$ cat src/rtl/alu_pkg.sv
// alu_pkg: shared widths, op-code and shift-kind enums for the ALU.
package alu_pkg;
  localparam int XLEN = 32;
  localparam int SHAMT_W = 5;
  typedef enum logic [4:0] {
    OP_NONE, OP_ADD, OP_SUB, OP_AND, OP_OR, OP_XOR, OP_SLT, OP_SLTU, OP_SLL, OP_SRL, OP_SRA,
    OP_ADDI, OP_ANDI, OP_ORI, OP_XORI, OP_SLTI, OP_SLTIU, OP_SLLI, OP_SRLI, OP_SRAI
  } op_e;
  typedef enum logic [1:0] {SH_LL, SH_RL, SH_RA} shift_e;
  function automatic logic is_imm_op(op_e op);
    return op >= OP_ADDI;
  endfunction
endpackage

$ cat src/rtl/alu_if.sv
// alu_if: operand, op-select and result bundle between an issuing stage and the ALU.
interface alu_if;
  import alu_pkg::*;
  logic [XLEN-1:0] op1, op2, imm;
  logic is_add, is_sub, is_and, is_or, is_xor, is_slt, is_sltu, is_sll, is_srl, is_sra;
  logic is_addi, is_andi, is_ori, is_xori, is_slti, is_sltiu, is_slli, is_srli, is_srai;
  logic [XLEN-1:0] result;
  logic result_valid;
  modport master (
    output op1, op2, imm,
    output is_add, is_sub, is_and, is_or, is_xor, is_slt, is_sltu, is_sll, is_srl, is_sra,
    output is_addi, is_andi, is_ori, is_xori, is_slti, is_sltiu, is_slli, is_srli, is_srai,
    input result, result_valid
  );
  modport slave (
    input op1, op2, imm,
    input is_add, is_sub, is_and, is_or, is_xor, is_slt, is_sltu, is_sll, is_srl, is_sra,
    input is_addi, is_andi, is_ori, is_xori, is_slti, is_sltiu, is_slli, is_srli, is_srai,
    output result, result_valid
  );
endinterface

$ cat src/rtl/alu_shifter.sv
// alu_shifter: combinational logical-left, logical-right and arithmetic-right shifter.
module alu_shifter
  import alu_pkg::*;
(
  input  logic [XLEN-1:0]    data_i,
  input  logic [SHAMT_W-1:0] shamt_i,
  input  shift_e             kind_i,
  output logic [XLEN-1:0]    data_o
);
  logic [XLEN-1:0] sra;
  // Kept out of the ternary so the signed context survives and >>> sign-fills.
  assign sra = $signed(data_i) >>> shamt_i;
  assign data_o = kind_i == SH_RA ? sra : kind_i == SH_RL ? data_i >> shamt_i : data_i << shamt_i;
endmodule

$ cat src/rtl/alu.sv
// alu: single-cycle registered integer ALU driven by one-hot-ish op selects.
module alu
  import alu_pkg::*;
(
  input logic clk,
  input logic reset,
  alu_if.slave bus
);
  op_e op;
  shift_e sh_kind;
  logic [XLEN-1:0] b, sh_res, result_d, result_q;
  logic valid_d, valid_q;
  // Priority encoder: register-register selects first, then immediate selects.
  always_comb begin
    op = bus.is_add ? OP_ADD : bus.is_sub ? OP_SUB : bus.is_and ? OP_AND : bus.is_or ? OP_OR :
         bus.is_xor ? OP_XOR : bus.is_slt ? OP_SLT : bus.is_sltu ? OP_SLTU : bus.is_sll ? OP_SLL :
         bus.is_srl ? OP_SRL : bus.is_sra ? OP_SRA : bus.is_addi ? OP_ADDI : bus.is_andi ? OP_ANDI :
         bus.is_ori ? OP_ORI : bus.is_xori ? OP_XORI : bus.is_slti ? OP_SLTI :
         bus.is_sltiu ? OP_SLTIU : bus.is_slli ? OP_SLLI : bus.is_srli ? OP_SRLI :
         bus.is_srai ? OP_SRAI : OP_NONE;
  end
  assign b = is_imm_op(op) ? bus.imm : bus.op2;
  assign sh_kind = (op == OP_SRA || op == OP_SRAI) ? SH_RA :
                   (op == OP_SRL || op == OP_SRLI) ? SH_RL : SH_LL;
  alu_shifter u_shifter (
    .data_i (bus.op1),
    .shamt_i(b[SHAMT_W-1:0]),
    .kind_i (sh_kind),
    .data_o (sh_res)
  );
  always_comb begin
    case (op)
      OP_ADD, OP_ADDI:    result_d = bus.op1 + b;
      OP_SUB:             result_d = bus.op1 - b;
      OP_AND, OP_ANDI:    result_d = bus.op1 & b;
      OP_OR, OP_ORI:      result_d = bus.op1 | b;
      OP_XOR, OP_XORI:    result_d = bus.op1 ^ b;
      OP_SLT, OP_SLTI:    result_d = {{(XLEN-1){1'b0}}, $signed(bus.op1) < $signed(b)};
      OP_SLTU, OP_SLTIU:  result_d = {{(XLEN-1){1'b0}}, bus.op1 < b};
      OP_SLL, OP_SRL, OP_SRA, OP_SLLI, OP_SRLI, OP_SRAI: result_d = sh_res;
      default:            result_d = '0;
    endcase
  end
  assign valid_d = op != OP_NONE;
  always_ff @(posedge clk) begin
    result_q <= reset ? '0 : result_d;
    valid_q  <= reset ? 1'b0 : valid_d;
  end
  assign bus.result = result_q;
  assign bus.result_valid = valid_q;
endmodule

$ cat src/flat_wrapper.sv
// flat-port wrapper written by rule: the top's interface ports become plain ports
module alu_flat import alu_pkg::*;
  (clk, reset, bus_op1, bus_op2, bus_imm, bus_is_add, bus_is_sub, bus_is_and, bus_is_or, bus_is_xor, bus_is_slt, bus_is_sltu, bus_is_sll, bus_is_srl, bus_is_sra, bus_is_addi, bus_is_andi, bus_is_ori, bus_is_xori, bus_is_slti, bus_is_sltiu, bus_is_slli, bus_is_srli, bus_is_srai, bus_result, bus_result_valid);
  alu_if bus_i ();
  input logic clk;
  input logic reset;
  input wire logic [$bits(bus_i.op1)-1:0] bus_op1;
  input wire logic [$bits(bus_i.op2)-1:0] bus_op2;
  input wire logic [$bits(bus_i.imm)-1:0] bus_imm;
  input wire logic [$bits(bus_i.is_add)-1:0] bus_is_add;
  input wire logic [$bits(bus_i.is_sub)-1:0] bus_is_sub;
  input wire logic [$bits(bus_i.is_and)-1:0] bus_is_and;
  input wire logic [$bits(bus_i.is_or)-1:0] bus_is_or;
  input wire logic [$bits(bus_i.is_xor)-1:0] bus_is_xor;
  input wire logic [$bits(bus_i.is_slt)-1:0] bus_is_slt;
  input wire logic [$bits(bus_i.is_sltu)-1:0] bus_is_sltu;
  input wire logic [$bits(bus_i.is_sll)-1:0] bus_is_sll;
  input wire logic [$bits(bus_i.is_srl)-1:0] bus_is_srl;
  input wire logic [$bits(bus_i.is_sra)-1:0] bus_is_sra;
  input wire logic [$bits(bus_i.is_addi)-1:0] bus_is_addi;
  input wire logic [$bits(bus_i.is_andi)-1:0] bus_is_andi;
  input wire logic [$bits(bus_i.is_ori)-1:0] bus_is_ori;
  input wire logic [$bits(bus_i.is_xori)-1:0] bus_is_xori;
  input wire logic [$bits(bus_i.is_slti)-1:0] bus_is_slti;
  input wire logic [$bits(bus_i.is_sltiu)-1:0] bus_is_sltiu;
  input wire logic [$bits(bus_i.is_slli)-1:0] bus_is_slli;
  input wire logic [$bits(bus_i.is_srli)-1:0] bus_is_srli;
  input wire logic [$bits(bus_i.is_srai)-1:0] bus_is_srai;
  output wire logic [$bits(bus_i.result)-1:0] bus_result;
  output wire logic [$bits(bus_i.result_valid)-1:0] bus_result_valid;
  assign bus_i.op1 = bus_op1;
  assign bus_i.op2 = bus_op2;
  assign bus_i.imm = bus_imm;
  assign bus_i.is_add = bus_is_add;
  assign bus_i.is_sub = bus_is_sub;
  assign bus_i.is_and = bus_is_and;
  assign bus_i.is_or = bus_is_or;
  assign bus_i.is_xor = bus_is_xor;
  assign bus_i.is_slt = bus_is_slt;
  assign bus_i.is_sltu = bus_is_sltu;
  assign bus_i.is_sll = bus_is_sll;
  assign bus_i.is_srl = bus_is_srl;
  assign bus_i.is_sra = bus_is_sra;
  assign bus_i.is_addi = bus_is_addi;
  assign bus_i.is_andi = bus_is_andi;
  assign bus_i.is_ori = bus_is_ori;
  assign bus_i.is_xori = bus_is_xori;
  assign bus_i.is_slti = bus_is_slti;
  assign bus_i.is_sltiu = bus_is_sltiu;
  assign bus_i.is_slli = bus_is_slli;
  assign bus_i.is_srli = bus_is_srli;
  assign bus_i.is_srai = bus_is_srai;
  assign bus_result = bus_i.result;
  assign bus_result_valid = bus_i.result_valid;
  alu u_core (.clk(clk), .reset(reset), .bus(bus_i));
endmodule
$ cat config.mk
export PLATFORM = sky130hd
export DESIGN_NAME = alu_flat
export DESIGN_NICKNAME = d
export VERILOG_FILES = /design/src/rtl/alu_pkg.sv /design/src/rtl/alu_if.sv /design/src/rtl/alu_shifter.sv /design/src/rtl/alu.sv /design/src/flat_wrapper.sv
export SDC_FILE = /design/constraint.sdc
export NUM_CORES = 1
export LEC_CHECK = 0
export ABC_CLOCK_PERIOD_IN_PS = 7500
export CORE_MARGIN = 5
export CORE_UTILIZATION = 25
export CTS_CLUSTER_DIAMETER = 120
export CTS_CLUSTER_SIZE = 25
export DETAILED_ROUTE_END_ITERATION = 6
export RECOVER_POWER = 50
export SKIP_LAST_GASP = 1
export SLEW_MARGIN = 10
export SYNTH_ARGS = -nofsm -noshare
export SYNTH_HDL_FRONTEND = slang
export SYNTH_SLANG_ARGS = --single-unit
$ cat constraint.sdc
create_clock -name clk -period 7.5 [get_ports clk]
set_clock_uncertainty 0.2 [all_clocks]
set_input_delay 1.875 -clock clk [delete_from_list [all_inputs] [get_ports clk]]
set_output_delay 1.875 -clock clk [all_outputs]
set_load 0.01 [all_outputs]
**PDN straps and rails**

The bar under the picture is 50 µm long. Pins as bars on the die edge. Tap cells in gray.
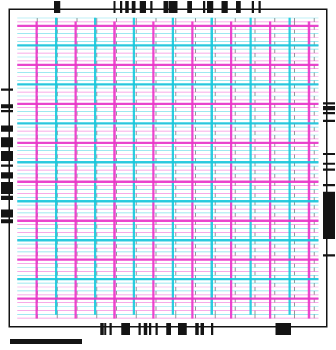
color	net
magenta	VSS
cyan	VDD
signal pins	150
met5 straps	15
tap cells	592
met1 rails	78

**Cell classes on the final placement**

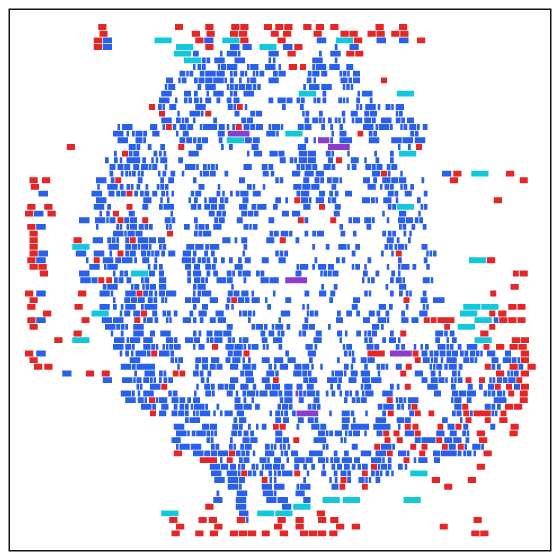
color	class	cells
cyan	flip-flops	33
blue	all other logic	1500
red	other buffers and delay cells	261
purple	clock drivers and dummy loads	7

**Routed clock nets over the placement**

The bar under the picture is 50 µm long.
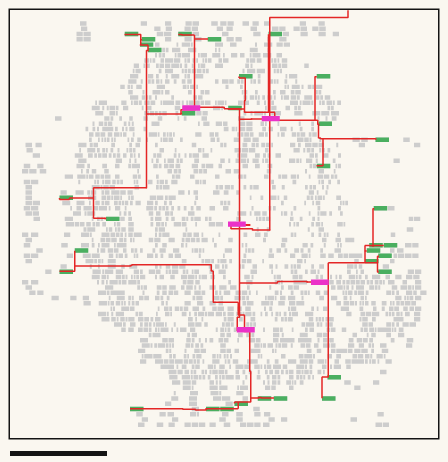
[red] clock wires | length: 1220 µm
[magenta] cells driving clock nets | count: 5
[green] flip-flops | count: 33
flops lie	spread over the die

**Signal wires by layer**

The bar under the picture is 50 µm long. Two of the layers only.
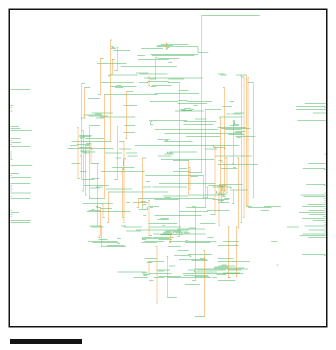
color	layer	wire length
green	met3	4020 µm
orange	met4	2210 µm

==> job_summary.md <==
## Synthesis and layout report

| Metric | Value |
|---|---|
| Hold path depth | `2` |
| Worst Setup SP | `bus_is_sltu` |
| Pleak | `5.83 nW` |
| Post-synthesis cell type with the largest instance count | `a21oi_1` |
| DRT antenna net count | `0` |
| FP Util | `roughly a quarter` |
| Fin area | `approximately 14000 µm²` |
| Yosys stat cell total | `roughly 1700` |
| Ao+oa area frac | `~39%` |
| Io pins | `roughly 150` |
| Number of enable flip-flop cells | `0` |
| GPL Wtd Cong | `approximately 1` |
| Comb area leader | `AND-OR/OR-AND gates` |
| DRC marker count from the first detailed-route iteration | `between 1500 and 2000` |
| Vias in the first global route | `between 10000 and 15000` |
| Startpoint types | `input port` |
| Crit end category | `flop` |
| Hold Path End | `u_core.bus.result[7]` |
| Fin Hold WS | `between 2 and 2.5 ns` |
| Routed vias/inst | `between 5 and 6` |
| Clock slew at reported path FFs | `~0.070 ns` |
| TritonCTS Buffers | `5` |
| CTS H-tree lvls | `2` |
| Rows | `around 77` |
| YS chip area | `11100 µm²` |
| Fillers | `a little under 5000` |
| Critical path type | `input port to flop` |
| Layout Cells excl Fill | `between 2000 and 2500` |
| Slowest CP cell | `or4_1` |
| Wirelength, routed | `around 57000 µm` |
| CP dominant cell by count | `buf_4` |
| CP Data Required Time | `about 7.5 ns` |
| Unrepaired setup endpoints after global routing | `no` |
| F_max | `around 140 MHz` |
| Largest net degree at the start of global routing | `61` |
| Crit path cell chain | `clkdlybuf4s50_1, or4_1, buf_4, or3_1, a21oi_2, a22o_1, nor2_4, inv_2, ha_1, a211oi_2, o21ai_0, a31o_2, a21oi_1, buf_4, o31a_1, o21ai_1, o41ai_2, buf_4, nor3_1, a2111oi_0, buf_4, xnor2_1, nand2_1, a31oi_1` |
| Hold buffer count at cts | `0` |
| Total GRT Usage | `around 23%` |
| Synthesized area per cell | `between 6 and 7 µm²` |
| Crit path max fanout | `5` |
| Hold/Removal Path Class | `input port to flop` |
| DRC violations left | `0` |
| Most numerous logic cell after layout | `a21oi_1` |
| CP delay by family, top | `AND-OR/OR-AND gates` |
| Grt ovf | `0` |
| Top cell type's share of synthesized area | `around an eighth` |
| Setup WS post-layout | `0.310 ns` |
| CTS tree | `yes` |
| Status | `finished clean` |
| CTS root buf | `clkbuf_16` |
| Hold Vio Cnt, Final | `0` |
| Share of cells above drive strength 1 | `between 10% and 20%` |
| Dominant cell type by area after synthesis | `ha_1` |
| Diode count | `0` |
| Fin Setup TNS | `0 ns` |
| Pwr per Cell Area | `just over 100 nW/µm²` |
| Main flop type | `dfxtp_1` |
| Yosys xor share | `2.06%` |
| Nets at Floorplan | `around 1900` |
| Finished Core Util | `a little under a third` |
| Die Y-Extent | `approximately 220 µm` |
| Initial antenna violation count | `0` |
| Worst setup path end | `u_core.bus.result[31]` |
| Post-Syn Area | `~11000 µm²` |
| Cells after Synth | `1652` |
| Hold Startpoint | `reset` |
| Final critical-path share of the clock period | `a little over nine tenths` |
| Ranking of synthesized cells by area | `ha_1, mux2i_1, a21oi_1` |
| Buf/Inv on CP | `6` |
| Die ar. | `48600 µm²` |
| PostCTS Resize Cnt | `0` |
| Asr flop ratio synth | `0%` |
| Synth-to-layout area growth | `25.7%` |
| Final worst path period need | `7.19 ns` |
| Simple-Gate Area Share | `between 10% and 20%` |
| Critical Path Stages | `24` |
| Post-layout net count | `slightly above 2000` |
| Die Span X | `roughly 220 µm` |
| Total core area | `~44000 µm²` |
| Max_cap viols | `0` |
| Reg area | `661 µm²` |
| WP data arrival | `slightly above 7 ns` |
| Rel. slew slack | `between 20% and 30%` |
| Synth cell count leaders | `a21oi_1, nor2_1, nand2_1` |
| Syn. warnings | `0` |
| Sink Count | `33` |
| Worst-margin pin slew | `roughly 1.1 ns` |
| Placed inst area | `about 14000 µm²` |
| Pins over their slew limit | `0` |
| Adder Share, Synth | `a little over an eighth` |
| Global-route wire length before repair | `between 80000 and 90000 µm` |
| Setup Viol. Count Final | `0` |
| Total number of vias | `14000` |
| Slowest stage delay, CP | `between 0.6 and 0.7 ns` |
| Placed Cells | `~2400` |
| MI comb area | `about 9600 µm²` |
| Top Layout Cells | `a21oi_1, nor2_1, nand2_1, o21ai_0, clkdlybuf4s50_1` |
| MUX share of area | `a little under an eighth` |
| Clk buf depth | `2` |
| Yosys cell types | `~90` |
| Flip-flop and latch count after synthesis | `33` |
| OpenROAD warnings | `107` |
| Worst VDD drop | `80.0 µV` |
| Dpl ws | `-0.0711 ns` |
| DP Wirelength | `between 40000 and 50000 µm` |
| Post-layout total power | `1.41 mW` |
| Postcts setup bufs | `0` |
| Drt pass-1 iters | `5` |
| PortBufs | `149` |
| Wirelength per Cell | `roughly 24 µm` |
| Synth Seq Share | `between 5 and 6%` |
power by group:
part	leakage, nW	switching (mW)	internal [mW]
Clock	0.0700	0.115	0.132
Combinational	5.48	0.580	0.376
Sequential	0.273	0.00640	0.196
area by class of cell:
class                      instances  area share, %
timing repair buffer             261           17.1
clock buffer                       7           1.02
inverter                         103           2.78
multi-input combinational       1397           69.0
sequential                        33           4.75
tap                              592           5.32
layer usage:
metal	part of all wire [%]	up-vias	track usage (%)	routed length [µm]
met5	0	-	0	0
met4	3.9	0	9.26	2210
met3	7.0	123	3.30	4020
met2	45	696	36.1	25800
met1	44	6785	30.7	25000
li1	-	6445	-	-
registers in the layout, summed over array words and instances, names as in the netlist:
signal / flops
u_core.bus.result: 32
u_core.bus.result_valid: 1
Power is estimated from default activity; no workload was simulated.
